`src/rtl/mu_alu_pkg.sv`:
```
// Shared definitions for the mu-cost fixed-point ALU: op and state encodings,
// flag bit positions and the saturation helpers.
package mu_alu_pkg;

   typedef enum logic [2:0] {
      OP_ADD       = 3'd0,
      OP_SUB       = 3'd1,
      OP_MUL       = 3'd2,
      OP_DIV       = 3'd3,
      OP_LOG2      = 3'd4,
      OP_INFO_GAIN = 3'd5,
      OP_ABS       = 3'd6,
      OP_ILLEGAL   = 3'd7
   } op_e;

   typedef enum logic [1:0] {
      ST_IDLE,
      ST_EXEC,
      ST_DIV,
      ST_DONE
   } state_e;

   localparam int unsigned FLG_OVF = 0;
   localparam int unsigned FLG_DZ  = 1;
   localparam int unsigned FLG_ILL = 2;

   // Helpers work on a fixed wide container; callers keep the low w bits.
   localparam int unsigned MAX_W = 64;

   function automatic logic [MAX_W-1:0] minv(input int unsigned w);
      logic [MAX_W-1:0] one;
      one = MAX_W'(1);
      return one << (w - 1);
   endfunction

   function automatic logic [MAX_W-1:0] maxv(input int unsigned w);
      return minv(w) - MAX_W'(1);
   endfunction

   function automatic logic [MAX_W-1:0] sat_val(input logic             ovf,
                                                input logic             neg,
                                                input logic [MAX_W-1:0] wrapped,
                                                input int unsigned      w,
                                                input logic             sat_en);
      if (ovf && sat_en)
         return neg ? minv(w) : maxv(w);
      return wrapped;
   endfunction

endpackage

```
`src/rtl/mu_alu_seq_if.sv`:
```
// Request/response handshake bundle between the mu-ledger controller (master)
// and the ALU (slave).
interface mu_alu_seq_if #(
   parameter int unsigned WIDTH = 32
);
   logic             in_valid;
   logic             in_ready;
   logic [2:0]       op;
   logic [WIDTH-1:0] operand_a;
   logic [WIDTH-1:0] operand_b;
   logic             out_valid;
   logic             out_ready;
   logic [WIDTH-1:0] result;
   logic [2:0]       flags;

   modport master (
      output in_valid, op, operand_a, operand_b, out_ready,
      input  in_ready, out_valid, result, flags
   );

   modport slave (
      input  in_valid, op, operand_a, operand_b, out_ready,
      output in_ready, out_valid, result, flags
   );
endinterface

```
`src/rtl/mu_div_seq.sv`:
```
// Sequential restoring divider on magnitudes: (dividend << FRAC) / divisor,
// one quotient bit per clock, WIDTH+FRAC iterations.
module mu_div_seq #(
   parameter int unsigned WIDTH = 32,
   parameter int unsigned FRAC  = 16
) (
   input  logic                  clk,
   input  logic                  rst_n,
   input  logic                  start,
   input  logic [WIDTH-1:0]      dividend,
   input  logic [WIDTH-1:0]      divisor,
   output logic                  busy,
   output logic                  done,
   output logic [WIDTH+FRAC-1:0] quotient
);
   localparam int unsigned QW = WIDTH + FRAC;
   localparam int unsigned CW = $clog2(QW + 1);

   logic          busy_q, done_q;
   logic [CW-1:0] cnt_q;
   logic [WIDTH-1:0] rem_q, dvs_q, diff;
   logic [QW-1:0] sh_q;
   logic [WIDTH:0] trial;
   logic          fits;

   // sh_q shifts dividend bits out at the top while quotient bits enter at the bottom.
   always_comb begin
      trial = {rem_q, sh_q[QW-1]};
      fits  = (trial >= {1'b0, dvs_q});
      diff  = trial[WIDTH-1:0] - dvs_q;
   end

   always_ff @(posedge clk or negedge rst_n) begin
      if (!rst_n) begin
         busy_q <= 1'b0;
         done_q <= 1'b0;
         cnt_q  <= '0;
         rem_q  <= '0;
         dvs_q  <= '0;
         sh_q   <= '0;
      end else begin
         done_q <= 1'b0;
         if (start) begin
            busy_q <= 1'b1;
            cnt_q  <= '0;
            rem_q  <= '0;
            dvs_q  <= divisor;
            sh_q   <= {dividend, {FRAC{1'b0}}};
         end else if (busy_q) begin
            sh_q  <= {sh_q[QW-2:0], fits};
            rem_q <= fits ? diff : trial[WIDTH-1:0];
            cnt_q <= cnt_q + CW'(1);
            if (cnt_q == CW'(QW - 1)) begin
               busy_q <= 1'b0;
               done_q <= 1'b1;
            end
         end
      end
   end

   assign busy     = busy_q;
   assign done     = done_q;
   assign quotient = sh_q;
endmodule

```
`src/rtl/mu_alu_seq.sv`:
```
// Qm.f saturating fixed-point ALU with valid/ready handshake, sequential divide
// and linear-mantissa log2; one operation in flight.
import mu_alu_pkg::*;

module mu_alu_seq #(
   parameter int unsigned WIDTH    = 32,
   parameter int unsigned FRAC     = 16,
   parameter bit          SATURATE = 1'b1
) (
   input logic         clk,
   input logic         rst_n,
   mu_alu_seq_if.slave bus
);
   localparam int unsigned      QW     = WIDTH + FRAC;
   localparam logic [MAX_W-1:0] MAXV_X = maxv(WIDTH);
   localparam logic [MAX_W-1:0] MINV_X = minv(WIDTH);
   localparam logic [WIDTH-1:0] MAXV   = MAXV_X[WIDTH-1:0];
   localparam logic [WIDTH-1:0] MINV   = MINV_X[WIDTH-1:0];

   state_e           state_q, state_d;
   logic             accept, div_start, div_busy, div_done;
   logic [WIDTH-1:0] a_q, b_q, res_q, exec_res, div_res, div_wrap;
   logic [WIDTH-1:0] a_mag_in, b_mag_in;
   logic [2:0]       flg_q, exec_flg;
   op_e              op_q;
   logic [QW-1:0]    div_q;
   logic             div_neg, div_ovf;

   logic [WIDTH:0]     sum, dif;
   logic [2*WIDTH-1:0] prod, prod_sh;
   logic               mul_fit, a_pos;
   int unsigned        lg_p;
   logic [WIDTH-1:0]   lg_ip, lg_res;
   logic [FRAC-1:0]    lg_frac;

   function automatic logic [WIDTH-1:0] clamp(input logic             ovf,
                                              input logic             neg,
                                              input logic [WIDTH-1:0] wrapped);
      logic [MAX_W-1:0] t;
      t = sat_val(ovf, neg, MAX_W'(wrapped), WIDTH, SATURATE);
      return t[WIDTH-1:0];
   endfunction

   always_comb begin
      state_d   = state_q;
      accept    = 1'b0;
      div_start = 1'b0;
      case (state_q)
         ST_IDLE:
            if (bus.in_valid) begin
               accept = 1'b1;
               if (bus.op == OP_DIV && bus.operand_b != '0) begin
                  state_d   = ST_DIV;
                  div_start = !div_busy;
               end else begin
                  state_d = ST_EXEC;
               end
            end
         ST_EXEC: state_d = ST_DONE;
         ST_DIV:  if (div_done) state_d = ST_DONE;
         ST_DONE: if (bus.out_ready) state_d = ST_IDLE;
         default: state_d = ST_IDLE;
      endcase
   end

   always_ff @(posedge clk or negedge rst_n) begin
      if (!rst_n) state_q <= ST_IDLE;
      else        state_q <= state_d;
   end

   always_comb begin
      a_mag_in = bus.operand_a[WIDTH-1] ? -bus.operand_a : bus.operand_a;
      b_mag_in = bus.operand_b[WIDTH-1] ? -bus.operand_b : bus.operand_b;
   end

   // Divider is launched straight off the bus so the accept edge is its load edge.
   mu_div_seq #(.WIDTH(WIDTH), .FRAC(FRAC)) u_div (
      .clk      (clk),
      .rst_n    (rst_n),
      .start    (div_start),
      .dividend (a_mag_in),
      .divisor  (b_mag_in),
      .busy     (div_busy),
      .done     (div_done),
      .quotient (div_q)
   );

   always_comb begin
      div_neg  = a_q[WIDTH-1] ^ b_q[WIDTH-1];
      div_ovf  = div_neg ? (div_q > QW'(MINV)) : (div_q > QW'(MAXV));
      div_wrap = div_neg ? -div_q[WIDTH-1:0] : div_q[WIDTH-1:0];
      div_res  = clamp(div_ovf, div_neg, div_wrap);
   end

   always_comb begin
      sum     = {a_q[WIDTH-1], a_q} + {b_q[WIDTH-1], b_q};
      dif     = {a_q[WIDTH-1], a_q} - {b_q[WIDTH-1], b_q};
      prod    = {{WIDTH{a_q[WIDTH-1]}}, a_q} * {{WIDTH{b_q[WIDTH-1]}}, b_q};
      prod_sh = $signed(prod) >>> FRAC;
      mul_fit = (prod_sh[2*WIDTH-1:WIDTH-1] == '0) || (prod_sh[2*WIDTH-1:WIDTH-1] == '1);
      a_pos   = !a_q[WIDTH-1] && (a_q != '0);

      lg_p = 0;
      for (int unsigned i = 0; i < WIDTH; i++)
         if (a_q[i]) lg_p = i;
      // Left-justify below the leading one, then keep the top FRAC bits as the fraction.
      lg_frac = FRAC'((a_q << (WIDTH - 1 - lg_p)) >> (WIDTH - 1 - FRAC));
      lg_ip   = WIDTH'(lg_p) - WIDTH'(FRAC);
      lg_res  = (lg_ip << FRAC) | WIDTH'(lg_frac);

      exec_res = '0;
      exec_flg = '0;
      case (op_q)
         OP_ADD: begin
            exec_res           = clamp(sum[WIDTH] ^ sum[WIDTH-1], sum[WIDTH], sum[WIDTH-1:0]);
            exec_flg[FLG_OVF]  = sum[WIDTH] ^ sum[WIDTH-1];
         end
         OP_SUB: begin
            exec_res           = clamp(dif[WIDTH] ^ dif[WIDTH-1], dif[WIDTH], dif[WIDTH-1:0]);
            exec_flg[FLG_OVF]  = dif[WIDTH] ^ dif[WIDTH-1];
         end
         OP_MUL: begin
            exec_res           = clamp(!mul_fit, prod[2*WIDTH-1], prod_sh[WIDTH-1:0]);
            exec_flg[FLG_OVF]  = !mul_fit;
         end
         OP_DIV: begin
            exec_res           = a_q[WIDTH-1] ? MINV : MAXV;
            exec_flg[FLG_DZ]   = 1'b1;
            exec_flg[FLG_OVF]  = 1'b1;
         end
         OP_LOG2: begin
            exec_res           = a_pos ? lg_res : MINV;
            exec_flg[FLG_OVF]  = !a_pos;
         end
         OP_INFO_GAIN: begin
            if (b_q == '0) begin
               exec_flg[FLG_DZ] = 1'b1;
            end else begin
               exec_res          = clamp(dif[WIDTH] ^ dif[WIDTH-1], dif[WIDTH], dif[WIDTH-1:0]);
               exec_flg[FLG_OVF] = dif[WIDTH] ^ dif[WIDTH-1];
            end
         end
         OP_ABS: begin
            exec_res           = clamp(a_q == MINV, 1'b0, a_q[WIDTH-1] ? -a_q : a_q);
            exec_flg[FLG_OVF]  = (a_q == MINV);
         end
         default: exec_flg[FLG_ILL] = 1'b1;
      endcase
   end

   always_ff @(posedge clk or negedge rst_n) begin
      if (!rst_n) begin
         a_q   <= '0;
         b_q   <= '0;
         op_q  <= OP_ADD;
         res_q <= '0;
         flg_q <= '0;
      end else if (accept) begin
         a_q   <= bus.operand_a;
         b_q   <= bus.operand_b;
         op_q  <= op_e'(bus.op);
         flg_q <= '0;
      end else if (state_q == ST_EXEC) begin
         res_q <= exec_res;
         flg_q <= exec_flg;
      end else if (state_q == ST_DIV && div_done) begin
         res_q          <= div_res;
         flg_q          <= '0;
         flg_q[FLG_OVF] <= div_ovf;
      end
   end

   assign bus.in_ready  = (state_q == ST_IDLE);
   assign bus.out_valid = (state_q == ST_DONE);
   assign bus.result    = res_q;
   assign bus.flags     = flg_q;
endmodule

```
`src/flat_wrapper.sv`:
```
// flat-port wrapper written by rule: the top's interface ports become plain ports
module mu_alu_seq_flat 
#(
   parameter int unsigned WIDTH    = 32,
   parameter int unsigned FRAC     = 16,
   parameter bit          SATURATE = 1'b1
)
  (clk, rst_n, bus_in_valid, bus_op, bus_operand_a, bus_operand_b, bus_out_ready, bus_in_ready, bus_out_valid, bus_result, bus_flags);
  mu_alu_seq_if #(.WIDTH(WIDTH)) bus_i ();
  input logic clk;
  input logic rst_n;
  input wire logic [$bits(bus_i.in_valid)-1:0] bus_in_valid;
  input wire logic [$bits(bus_i.op)-1:0] bus_op;
  input wire logic [$bits(bus_i.operand_a)-1:0] bus_operand_a;
  input wire logic [$bits(bus_i.operand_b)-1:0] bus_operand_b;
  input wire logic [$bits(bus_i.out_ready)-1:0] bus_out_ready;
  output wire logic [$bits(bus_i.in_ready)-1:0] bus_in_ready;
  output wire logic [$bits(bus_i.out_valid)-1:0] bus_out_valid;
  output wire logic [$bits(bus_i.result)-1:0] bus_result;
  output wire logic [$bits(bus_i.flags)-1:0] bus_flags;
  assign bus_i.in_valid = bus_in_valid;
  assign bus_i.op = bus_op;
  assign bus_i.operand_a = bus_operand_a;
  assign bus_i.operand_b = bus_operand_b;
  assign bus_i.out_ready = bus_out_ready;
  assign bus_in_ready = bus_i.in_ready;
  assign bus_out_valid = bus_i.out_valid;
  assign bus_result = bus_i.result;
  assign bus_flags = bus_i.flags;
  mu_alu_seq #(.WIDTH(WIDTH), .FRAC(FRAC), .SATURATE(SATURATE)) u_core (.clk(clk), .rst_n(rst_n), .bus(bus_i));
endmodule
```
`config.mk`:
```
export PLATFORM = sky130hd
export DESIGN_NAME = mu_alu_seq_flat
export DESIGN_NICKNAME = d
export VERILOG_FILES = /design/src/rtl/mu_alu_pkg.sv /design/src/rtl/mu_alu_seq_if.sv /design/src/rtl/mu_div_seq.sv /design/src/rtl/mu_alu_seq.sv /design/src/flat_wrapper.sv
export SDC_FILE = /design/constraint.sdc
export NUM_CORES = 2
export LEC_CHECK = 0
export ABC_AREA = 0
export CAP_MARGIN = 10
export CORE_MARGIN = 1
export CORE_UTILIZATION = 65
export DETAILED_ROUTE_END_ITERATION = 12
export PLACE_DENSITY = 0.83
export RECOVER_POWER = 100
export SETUP_SLACK_MARGIN = 0.1
export SYNTH_ARGS = -nofsm -noshare
export SYNTH_HDL_FRONTEND = slang
export SYNTH_HIERARCHICAL = 1
export SYNTH_SLANG_ARGS = --single-unit
```
`constraint.sdc`:
```
create_clock -name clk -period 19.8 [get_ports clk]
set_input_delay 5.94 -clock clk [delete_from_list [all_inputs] [get_ports clk]]
set_output_delay 5.94 -clock clk [all_outputs]
set_load 0.005 [all_outputs]
```
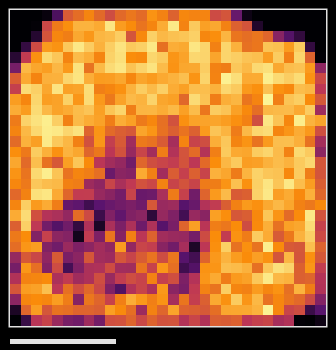
**Above:** placement density heat map.
The bar under the picture is 100 um long. 30 x 30 tiles, from black (low) to pale yellow (high), 0 to 100% covered.
- mean over tiles: 66%
- fullest tile: 98%
- tiles over 75% full: 43%
- nearly empty tiles: 3.2%
fraction of the core area occupied by cells at floorplan: 0.655
Placeable Area: 0.0868 mm^2

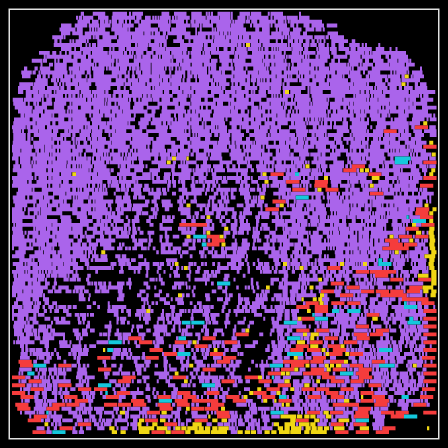
**Above:** cells coloured by class.
- red: registers (cells 224)
- purple: remaining logic cells (cells 5998)
- cyan: clock drivers and dummy loads (cells 46)
- yellow: remaining buffers and delay cells (cells 214)
Final Util: 0.686
sequential fraction of total cell area: 0.0944
number of core rows: 108

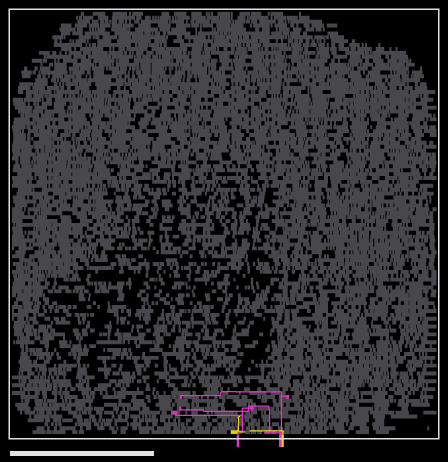
**Above:** port wiring.
The bar under the picture is 100 um long.
- magenta: bus_op (bits 3; direction input; end cells 5; buffers 3; wire 289 um)
- yellow: bus_out_valid (bits 1; direction output; end cells 1; buffers 1; wire 44.7 um)

==> results_dict.tcl <==
# metrics dict for downstream scripts
set metrics [dict create \
    result_of_the_run "complete, but fails checks" \
    violations "max-capacitance violations, max-slew violations" \
    first_global_vias 51000 \
    synth-main-ff-cell "dfrtp_1" \
    dpl_cell_area_mm2 0.0587 \
    drc_errors 0 \
    worstPathMaxFanout 114 \
    place.detailed.hpwl_um 156000 \
    yosys.area_share.adder 0.445 \
    netlist_instances 6621 \
    most_numerous_logic_cell_after_layout "inv_1" \
    clk_path_buf_depth 3 \
    drt-total-wl_um 205000 \
    post_synth_num_cell_types 102 \
    avgSynthCellArea_um2 8.59 \
    cts.clk_slew.worst_paths_ps 60 \
    netlist_area_mm2 0.0569 \
    holdBufCountCts 0 \
    edff_count_synth 0 \
    max-cap-violations 8 \
    min-delay-path-class "flip-flop to flip-flop" \
    hold_path_end "u_core/bus.result[31]" \
    cts_made_buffers 26 \
    number_of_antenna_violations_at_the_first_check_in_global_routing 9 \
    final-hold-violation-count 0 \
    final_cell_mix "1091 x inv_1, 1084 x fa_1, 772 x nand2_1" \
    async_flop_share 1.00 \
    biggest_area_cells "fa_1 38%, dfrtp_1 9.9%, inv_1 7.2%" \
    floorplan.nets 8062 \
    detailedRoute.firstPassIterationCount 9 \
    rsz0062_at_grt "no" \
    place_inst 7591 \
    worstReg2RegStart "u_core/b_q[3]" \
    power-per-cell-area_mw_per_mm2 17.5 \
    xor_area_frac 0.0342 \
    crit_path_end "u_core/u_div/quotient[14]" \
    path_delay_family "buffers and inverters" \
    path_common_cell "clkbuf_1" \
    total_leakage_power_nw 27.4 \
    cp-start-kind "input port" \
    cts.sinks 224 \
    avgViaCountPerCell 6.51 \
    fmax_ghz 0.0752 \
    muxShareOfSynthArea 0.0302 \
    finalInstanceArea_mm2 0.0595 \
    number_of_nets_with_antenna_violations_after_detailed_routing 0 \
    grt_start_max_net_pins 115 \
    netlist.area_leader.share 0.382 \
    yosysChipArea_mm2 0.0569 \
    hold_path_startpoint "u_core/bus.result[31]" \
    clock_latency_ps 600 \
    setup-violations-final 0 \
    stage_log_warnings 71 \
    grt_usage 0.468 \
    post_cts_resized 0 \
    synth_dominant_cell_count "inv_1" \
    path_depth 3 \
    cts_tree "built" \
    top_usage_layer "met2" \
    arrival_time_at_the_worst_endpoint_ps 13910 \
    post_synth_main_logic_family "adder cells" \
    grt_pass1_wl_um 310000 \
    timing.critical_path.buf_inv 3 \
    clock-root-buffer "clkbuf_16" \
    finalSetupTns_ps 0 \
    holdPathStages 2 \
    maxSlewHeadroom -3.44 \
    top_area_cell "fa_1" \
    regToRegEndpoint "u_core/bus.result[15]" \
    synth_compound_gate_area_share 0.117 \
    route.vias.total 49800 \
    floorplan.die_area_mm2 0.0887 \
    synth.yosys.warnings 6 \
    slew_viol_final 473 \
    critPathLaunch "rst_n" \
    worstSetupEndpointType "async pin" \
    grt-ovfl-total 0 \
    drt-met1-wl_um 70500 \
    largest_register_ff_count 48 \
    area_growth_from_synthesis_to_final_layout_pct 4.68 \
    pre_cts_slack_ps 9060 \
    yosys.area_share.simple 0.174 \
    ys_cells 6621 \
    cts-htree-levels 1 \
    io_buffers 107 \
    floorplan.io_pins 108 \
    gpl.final_weighted_congestion 1.13 \
    cts.repair_timing.setup_buffer_count 0 \
    synth-seq-cells 224 \
    worst_pin_slew_ps 6670 \
    final_critical_path_time_including_i_o_delays_and_setup_ps 13290 \
    worst_path_max_delay_cell "clkbuf_1" \
    final_critical_path_setup_slack_ps 6510 \
    fin_crit_sh 0.671 \
    timing_worst_setup_path_type "input port to async pin" \
    cp_slowest_stage_delay_ps 4550 \
    fin_total_pwr_w 0.00104 \
    yosys-top-cells-count "1091 x inv_1, 1084 x fa_1, 772 x nand2_1" \
    final.setup_skew_ps 32.8 \
    worstRegToRegCells 29 \
    worst_path_required_ps 20410 \
    first_iter_violations 6155 \
    layoutNonFillerInstCount 7646 \
    cell_by_cell_listing_of_the_critical_path "clkbuf_1 -> clkbuf_1 -> buf_4" \
    hold_ws_ps 492 \
    register_share_after_synthesis 0.0986 \
    setup.reg_to_reg.worst_slack_ps 7550 \
    routed-wl-met2_um 87100 \
    share_of_layout_cells_above_drive_strength_1 0.0372 \
    wl_met3_um 26600 \
    uppermost_routed_layer "met5" \
    num-nets-final 7905 \
]
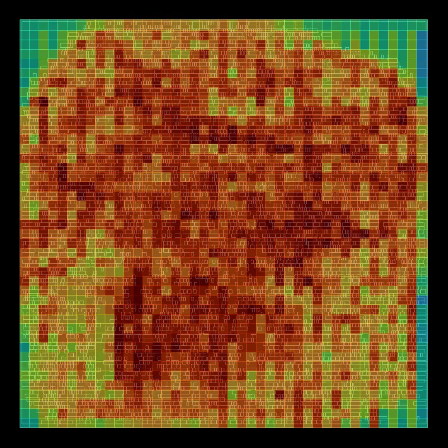
**Above:** routing congestion map.
Routed wire per std cell: 26.8 um
fraction of met2 tracks used by global routing: 0.683
M3 GR Usage: 0.142
global-route met1 utilization: 0.581

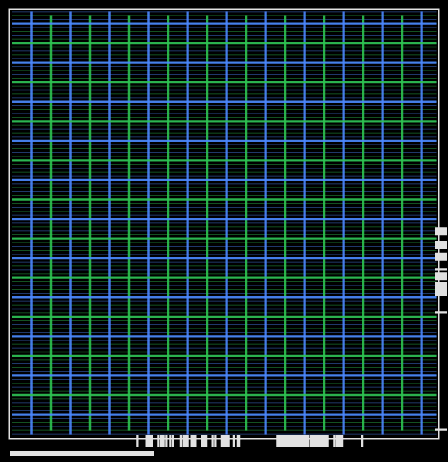
**Above:** PDN straps and rails.
The bar under the picture is 100 um long. Pins as bars on the die edge.
- green: VDD
- blue: VSS
- met4 straps: 21
- signal pins: 108
- rows: 108
- met1 rails: 109
- met5 straps: 21
Vert. Die Dim: 298 um
Horiz. Die Dim: 298 um
maximum vdd ir drop: 0.0000552 V

-- area by class of cell --
| class | count | area, um^2 |
|---|---|---|
| inverter | 1109 | 4160 |
| fill | 6732 | 27200 |
| clock inverter | 12 | 164 |
| tap | 1155 | 1450 |
| multi-input combinational | 4889 | 45500 |
| sequential | 224 | 5620 |
| timing repair buffer | 214 | 1840 |
| clock buffer | 34 | 731 |
| antenna | 9 | 22.5 |
-- kinds of logic after synthesis --
logic type,after synthesis
simple gates,2059
buf+inv,1508
fa+ha+maj,1371
compound gates,1070
flops,224
xor+xnor,222
mux,167
-- report_power, final --
part / internal [W] / total (W) / switching, W
sequential: 0.000458 / 0.000458 / 0
clock: 0.000300 / 0.000525 / 0.000225
combinational: 0.0000228 / 0.0000581 / 0.0000352
total: 0.000780 / 0.00104 / 0.000260
Power and IR drop assume default switching activity.
